### src/rtl/elevator_pkg.sv
// rtl/elevator_pkg.sv - shared types and helpers for the elevator request/door logic
// Contents:
//   NUM_ELEVATORS, POS_W   elevator count and half-floor position width
//   door_state_e           per-elevator door sequencing states
//   floor_info_t           decoded position (floor index + at_floor flag)
//   pos_to_floor()         half-floor position -> floor_info_t
package elevator_pkg;

    localparam int NUM_ELEVATORS = 2;
    localparam int POS_W         = 4;

    typedef enum logic [1:0] {
        TRACK      = 2'd0,
        DOOR_OPEN  = 2'd1,
        DOOR_CLOSE = 2'd2
    } door_state_e;

    typedef struct packed {
        logic             at_floor;
        logic [POS_W-2:0] floor;
    } floor_info_t;

    // Even position 2*f means "at floor f"; odd positions are between floors.
    // Floors beyond the shaft height are treated as "not at a floor".
    function automatic floor_info_t pos_to_floor(input logic [POS_W-1:0] pos,
                                                 input int floors);
        floor_info_t info;
        info.floor    = pos[POS_W-1:1];
        info.at_floor = !pos[0] && (int'(info.floor) < floors);
        return info;
    endfunction

endpackage

### src/rtl/elevator_door_fsm.sv
// rtl/elevator_door_fsm.sv - per-elevator stop / door dwell / door close sequencer
// Optional feature macro: DOOR_REOPEN_EN (same-floor press reopens / extends the door)
// Ports:
//   clk, rst        clock, synchronous active-high reset
//   i_at_floor      elevator sits exactly on a valid floor
//   i_pending       a cab or hall request exists for that floor
//   i_press         cab or hall press for that floor this cycle
//   o_clear         pulse: clear both request bits of the current floor
//   o_drop_press    the same-floor press must not be latched
//   o_stop_hold     scoring logic must keep this elevator still
//   o_door_open     door fully open (registered)
module elevator_door_fsm
    import elevator_pkg::*;
#(
    parameter int DWELL_CYCLES = 8,
    parameter int CLOSE_CYCLES = 4
) (
    input  logic clk,
    input  logic rst,
    input  logic i_at_floor,
    input  logic i_pending,
    input  logic i_press,
    output logic o_clear,
    output logic o_drop_press,
    output logic o_stop_hold,
    output logic o_door_open
);

    localparam int CNT_MAX = (DWELL_CYCLES > CLOSE_CYCLES) ? DWELL_CYCLES : CLOSE_CYCLES;
    localparam int CNT_W   = $clog2(CNT_MAX + 1);
    localparam logic [CNT_W-1:0] DWELL_LOAD = CNT_W'(DWELL_CYCLES);
    localparam logic [CNT_W-1:0] CLOSE_LOAD = CNT_W'(CLOSE_CYCLES);
    localparam logic [CNT_W-1:0] CNT_LAST   = CNT_W'(1);

    door_state_e      r_state;
    logic [CNT_W-1:0] r_cnt;
    logic             r_door_open;
    logic             w_stop;

    assign w_stop       = i_at_floor & i_pending;
    assign o_clear      = (r_state == TRACK) & w_stop;
    // Hold asserts combinationally on the arrival cycle so the car never overshoots.
    assign o_stop_hold  = (r_state != TRACK) | o_clear;
    assign o_door_open  = r_door_open;

`ifdef DOOR_REOPEN_EN
    // Any same-floor press while stopped is turned into a door (re)open instead.
    assign o_drop_press = i_press & (r_state != TRACK);
`else
    // Only an open door absorbs the press; during closing it latches and re-stops later.
    assign o_drop_press = i_press & (r_state == DOOR_OPEN);
`endif

    always_ff @(posedge clk) begin
        if (rst) begin
            r_state     <= TRACK;
            r_cnt       <= '0;
            r_door_open <= 1'b0;
        end else begin
            case (r_state)
                TRACK: begin
                    if (w_stop) begin
                        r_state     <= DOOR_OPEN;
                        r_cnt       <= DWELL_LOAD;
                        r_door_open <= 1'b1;
                    end
                end
                DOOR_OPEN: begin
`ifdef DOOR_REOPEN_EN
                    if (i_press) begin
                        r_cnt <= DWELL_LOAD;
                    end else
`endif
                    if (r_cnt == CNT_LAST) begin
                        r_state     <= DOOR_CLOSE;
                        r_cnt       <= CLOSE_LOAD;
                        r_door_open <= 1'b0;
                    end else begin
                        r_cnt <= r_cnt - 1'b1;
                    end
                end
                DOOR_CLOSE: begin
`ifdef DOOR_REOPEN_EN
                    if (i_press) begin
                        r_state     <= DOOR_OPEN;
                        r_cnt       <= DWELL_LOAD;
                        r_door_open <= 1'b1;
                    end else
`endif
                    if (r_cnt == CNT_LAST) begin
                        r_state <= TRACK;
                        r_cnt   <= '0;
                    end else begin
                        r_cnt <= r_cnt - 1'b1;
                    end
                end
                default: begin
                    r_state     <= TRACK;
                    r_cnt       <= '0;
                    r_door_open <= 1'b0;
                end
            endcase
        end
    end

endmodule

### src/rtl/floor_request_manager.sv
// rtl/floor_request_manager.sv - latches cab/hall requests and sequences floor stops for two elevators
// Optional feature macro: DOOR_REOPEN_EN (forwarded to elevator_door_fsm)
// Ports:
//   clk, rst            clock, synchronous active-high reset
//   CabPress            cab button pulses, [F-1:0] left, [2F-1:F] right
//   HallPress           hall call pulses, same mapping
//   elevatorPositions   half-floor positions, [7:4] left, [3:0] right
//   FloorDestinations   latched cab requests
//   FloorsRequested     latched hall requests
//   StopHold            [1] left, [0] right: elevator must not move
//   DoorOpen            [1] left, [0] right: door fully open
module floor_request_manager
    import elevator_pkg::*;
#(
    parameter int FLOORS       = 6,
    parameter int DWELL_CYCLES = 8,
    parameter int CLOSE_CYCLES = 4
) (
    input  logic                                clk,
    input  logic                                rst,
    input  logic [NUM_ELEVATORS*FLOORS-1:0]     CabPress,
    input  logic [NUM_ELEVATORS*FLOORS-1:0]     HallPress,
    input  logic [NUM_ELEVATORS*POS_W-1:0]      elevatorPositions,
    output logic [NUM_ELEVATORS*FLOORS-1:0]     FloorDestinations,
    output logic [NUM_ELEVATORS*FLOORS-1:0]     FloorsRequested,
    output logic [NUM_ELEVATORS-1:0]            StopHold,
    output logic [NUM_ELEVATORS-1:0]            DoorOpen
);

    localparam int REQ_W = NUM_ELEVATORS * FLOORS;

    logic [REQ_W-1:0] r_dest;
    logic [REQ_W-1:0] r_req;
    logic [REQ_W-1:0] w_kill;

    // Elevator index e uses position slice e and request slice (NUM_ELEVATORS-1-e),
    // so index 1 is the left car (low request bits, high position nibble).
    for (genvar e = 0; e < NUM_ELEVATORS; e++) begin : g_elev
        localparam int BASE = (NUM_ELEVATORS - 1 - e) * FLOORS;

        floor_info_t       w_info;
        logic [FLOORS-1:0] w_hot;
        logic              w_pending;
        logic              w_press;
        logic              w_clear;
        logic              w_drop;

        assign w_info = pos_to_floor(elevatorPositions[e*POS_W +: POS_W], FLOORS);

        for (genvar f = 0; f < FLOORS; f++) begin : g_floor
            localparam logic [POS_W-2:0] FLOOR_IDX = (POS_W-1)'(f);
            assign w_hot[f] = w_info.at_floor && (w_info.floor == FLOOR_IDX);
        end

        assign w_pending = |((r_dest[BASE +: FLOORS] | r_req[BASE +: FLOORS]) & w_hot);
        assign w_press   = |((CabPress[BASE +: FLOORS] | HallPress[BASE +: FLOORS]) & w_hot);

        // Clearing on the stop cycle also swallows a same-cycle press for that floor.
        assign w_kill[BASE +: FLOORS] = w_hot & {FLOORS{w_clear | w_drop}};

        elevator_door_fsm #(
            .DWELL_CYCLES (DWELL_CYCLES),
            .CLOSE_CYCLES (CLOSE_CYCLES)
        ) u_door_fsm (
            .clk          (clk),
            .rst          (rst),
            .i_at_floor   (w_info.at_floor),
            .i_pending    (w_pending),
            .i_press      (w_press),
            .o_clear      (w_clear),
            .o_drop_press (w_drop),
            .o_stop_hold  (StopHold[e]),
            .o_door_open  (DoorOpen[e])
        );
    end

    always_ff @(posedge clk) begin
        if (rst) begin
            r_dest <= '0;
            r_req  <= '0;
        end else begin
            r_dest <= (r_dest | CabPress)  & ~w_kill;
            r_req  <= (r_req  | HallPress) & ~w_kill;
        end
    end

    assign FloorDestinations = r_dest;
    assign FloorsRequested   = r_req;

endmodule

### config.mk
export PLATFORM = sky130hd
export DESIGN_NAME = floor_request_manager
export DESIGN_NICKNAME = d
export VERILOG_FILES = /design/src/rtl/elevator_pkg.sv /design/src/rtl/elevator_door_fsm.sv /design/src/rtl/floor_request_manager.sv
export SDC_FILE = /design/constraint.sdc
export NUM_CORES = 1
export LEC_CHECK = 0
export CAP_MARGIN = 20
export CORE_ASPECT_RATIO = 1.2
export CORE_MARGIN = 8
export CORE_UTILIZATION = 28
export DETAILED_ROUTE_END_ITERATION = 6
export PLACE_DENSITY = 0.59
export REMOVE_ABC_BUFFERS = 1
export SLEW_MARGIN = 30
export SYNTH_ARGS = -nofsm -noshare
export SYNTH_HDL_FRONTEND = slang
export SYNTH_HIERARCHICAL = 1
export SYNTH_SLANG_ARGS = --single-unit
### constraint.sdc
create_clock -name clk -period 1.9 [get_ports clk]
set_input_delay 0.285 -clock clk [delete_from_list [all_inputs] [get_ports clk]]
set_output_delay 0.285 -clock clk [all_outputs]
set_load 0.02 [all_outputs]
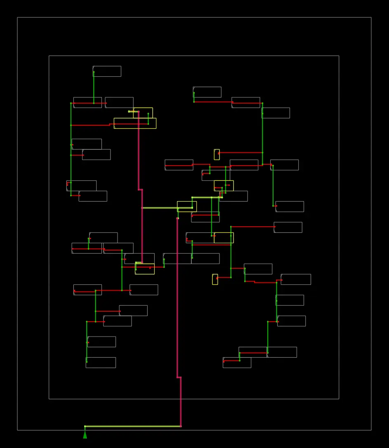
**Above:** the clock network.
Final Skew: 10.5 ps
clock tree sinks: 38
clk_lat worst skew: 290 ps
clk pwr: 0.670 mW

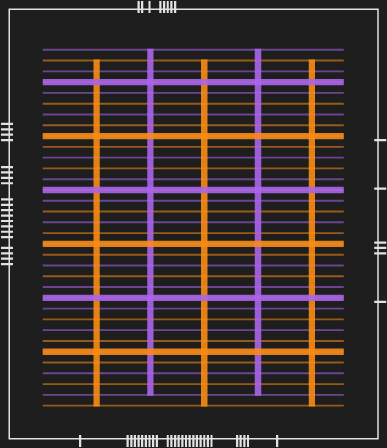
**Above:** PDN straps and rails.
Pins as bars on the die edge.
[purple] VDD
[orange] VSS
signal pins: 62
met5 straps: 6
rows: 33
Core Area: 6810 um2
die height: 108 um

==> Slide: Implementation Results <==
Run Summary

STA
  – Fin. Hold Viols: 0
  – Worst hold slack: 499 ps
  – RSZ-0062 raised after global routing: true
  – Worst slew margin: 0.722
  – Final worst path period share: 1.02
  – Setup TNS: -56.1 ps
  – Slack of the critical path: -35.3 ps
  – Final setup fails: 2

Route
  – Wire per inst: 12.9 um
  – Vias/cell: 4.72
  – Highest routed metal layer: met4
  – Met2 WL post-DR: 2.67 mm
  – Drt pass-1 iters: 4
  – WL met3: 231 um

Global route
  – GR Util met2: 0.191
  – GRT Max-Usage Layer: met2
  – First-pass GRT wire length: 9.30 mm
  – Vias in the first global route: slightly above 2k
  – Initial antenna violation count: 0

Synthesis
  – Aoi/oai-family share of the synthesized area: 0.284
  – Most common library cells after synthesis: nor2_1, dfxtp_1, o21a_1, o21ba_1, o22ai_1
  – YS chip area: 1970 um2
  – Area share, top type: 0.386
  – Comb area leader: AND-OR/OR-AND gates
  – Post-synth regs: 38
  – Most frequent cell after synthesis: nor2_1
  – Yosys Instances: 213
  – Xor/xnor share: 0.00888

Power
  – Power Density: 668 nW/um2
  – Clk network pwr share: 0.310
  – Comb group: 0.584 mW
  – Final Total Pwr: 2.16 mW
  – Seq pwr share: 0.421
  – Logic pwr share: 0.270
  – Seq group: ~0.91 mW
  – Internal power: ~1.6 mW

Critical path
  – Reg2reg path depth: 8
  – WP data arrival: 1650 ps
  – Critical path depth in cells: 6
  – Top delay family on crit path: simple AND/OR/NAND/NOR gates
  – Largest stage delay, worst path: 410 ps
  – Worst Path Required: 1620 ps
  – CP max FO: 2
  – Critical Path Source: FloorDestinations[9]$_SDFF_PP0_
  – CP Class: register to primary output
  – Reg2reg end: FloorsRequested[6]$_SDFF_PP0_

Cells and area
  – Commonest Layout Cell: buf_4
  – Syn-to-layout area delta: 64.1%
  – Flop share of the area: 0.238
  – Dominant class by area: logic gates
  – ClkCell Share: 0.0328
  – Logic inverters: 8
  – Comb area share: 0.378
  – Multi-In Gates: approximately 160

CTS
  – Hold_buf cts: 0
  – Root buf cell: clkbuf_8
  – Num CTS Buffers: 5

Worst hold path
  – Endpoint with the worst hold slack: g_elev[0].u_door_fsm/r_cnt[0]$_SDFFE_PP0P_
  – WHS Path Cells: 2

Status
  – Status: complete, but fails checks
  – Violated checks: setup timing

Floorplan
  – Site Rows: 33

Run
  – Tool Warnings: 29
  – Max Cap Violations: 0

Placement
  – DP Area: 3050 um2
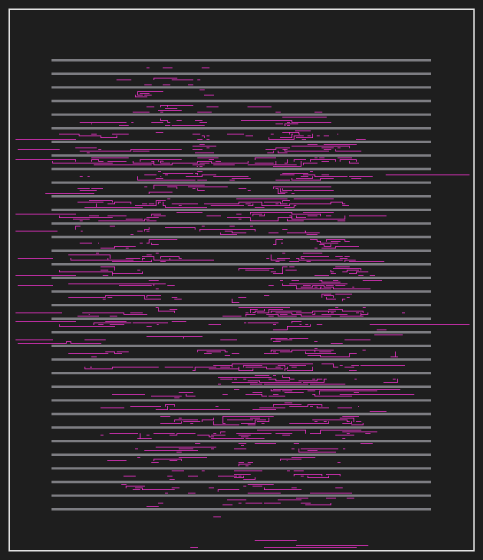
**Above:** the metal 1 layer.
Supply wires on this layer in grey.
wire length on this layer: 2410 um
share of all routed wire: 45%
longest straight run: 25.3 um
main direction: horizontal
met1 Resource Use GR: 0.133
Total Wirelength: 5.41 mm
vias: 1971

Power is estimated from default activity; no workload was simulated.
